Figure 1. Signal wires on met1.
Bar = 100 µm.
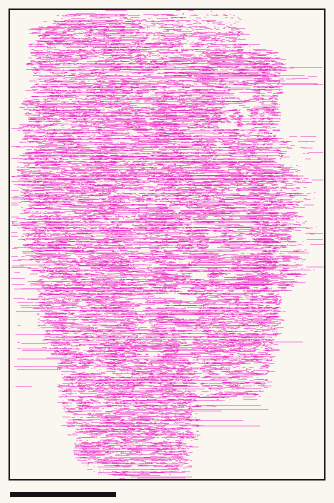
Figure 2. Where the registers sit.
Bar = 100 µm. Other sequential cells in the stronger grey, the rest of the logic in the fainter grey.
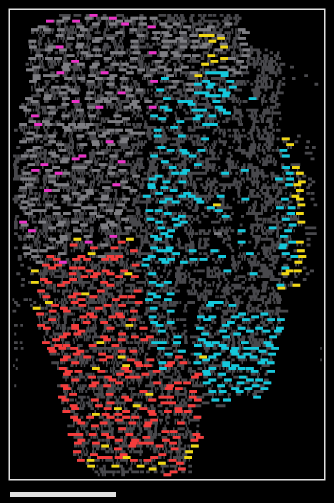
Figure 3. A small window of the routed layout.
Bar = 20 µm. Region (124, 286) to (174, 336) µm. Cells in grey, sequential cells in the stronger grey; small squares are vias.
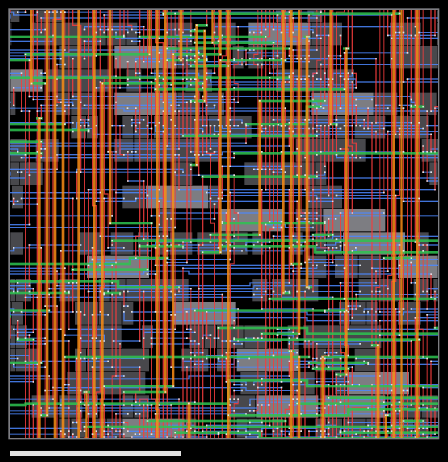
Figure 4. Ports around the boundary.
Bar = 100 µm. Pins as bars across the die edge, other pins in grey.
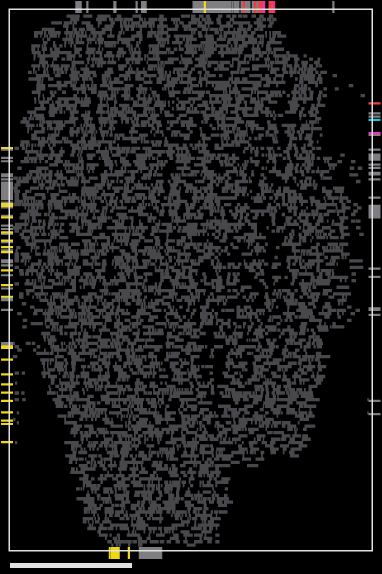
Design msix_vector_table, sky130hd; sources not shown.
==> results_dict.tcl <==
# metrics dict for downstream scripts
set metrics [dict create \
    status "finished clean" \
    yosys_warnings 0 \
    synthArstFlopShare 0 \
    setup_viol 0 \
    comb_share 0.464 \
    aoi_share 0.244 \
    ys_area_mm2 0.0453 \
    finalClockPeriodUsage 0.967 \
    edf_count 0 \
    hold_depth 2 \
    clk_share 0.0373 \
    synth.avg_cell_area_um2 7.03 \
    crit_top_cell "buf_4" \
    clk_pin_slew_worst_paths_ps 80 \
    cts_resized 4 \
    leakage_nw 17.0 \
    yosysTopAreaCell "dfxtp_1" \
    setup_ws_ps 175 \
    area_growth_pct 18.3 \
    drive_gt1_frac 0.104 \
]
Notes on Figure 1 above:
nets with wire on the layer = 6196
longest straight run = 97.1 µm
DRT Wirelength: 226 mm
M1 GR Usage: 0.378

Notes on Figure 2 above:
yellow -> msg_addr  # sequential cells 62, where all over the die
cyan -> upper_q  # sequential cells 256
magenta -> msg_data  # sequential cells 32
red -> lower_q  # sequential cells 240
not coloured = 314
sequential power: 0.00685 W
fraction of area in registers: 0.338
post-layout util: 0.417
Flop area: 0.0181 mm²

Notes on Figure 3 above:
orange -> met4
red -> met2
blue -> met1
green -> met3
cells with their middle in the window = 161
most frequent = nand2_1 (38), buf_4 (31), a21oi_1 (25)
sequential cells in the window = 17

Notes on Figure 4 above:
magenta -> msg_vector  # pins 3, direction output, edge 2 top, 1 right
red -> irq_req  # pins 8, direction input, edge 7 top, 1 right
cyan -> function_mask  # pins 1, direction input, edge right
yellow -> cfg_wdata  # pins 32, direction input, edge 22 left, 9 bottom, 1 top
all pins by edge = 76 top, 57 left, 32 right, 29 bottom
port bufs: 191
Die H: 444 µm
Die Width: 298 µm

==> routing by layer <==
layer,share of wire,GRT usage,vias to the layer above
met5,0,-,-
met4,0.097,0.272,0
met3,0.094,0.0689,944
met2,0.45,0.527,3043
met1,0.36,0.378,24200
li1,-,-,22600
==> critical path, delay by kind of cell <==
kind	cells	cell delay (ps)
AOI/OAI and AO/OA	10	1980
buffers and inverters	8	1570
and+or+nand+nor	3	580
==> where the power goes <==
part	internal [W]	leakage, nW	switching [W]
Clock	0.00260	0.981	0.00273
Sequential	0.00683	7.28	0.0000121
Combinational	0.000147	8.76	0.000529
No activity file was given, so power comes from the tool's default toggle rates.
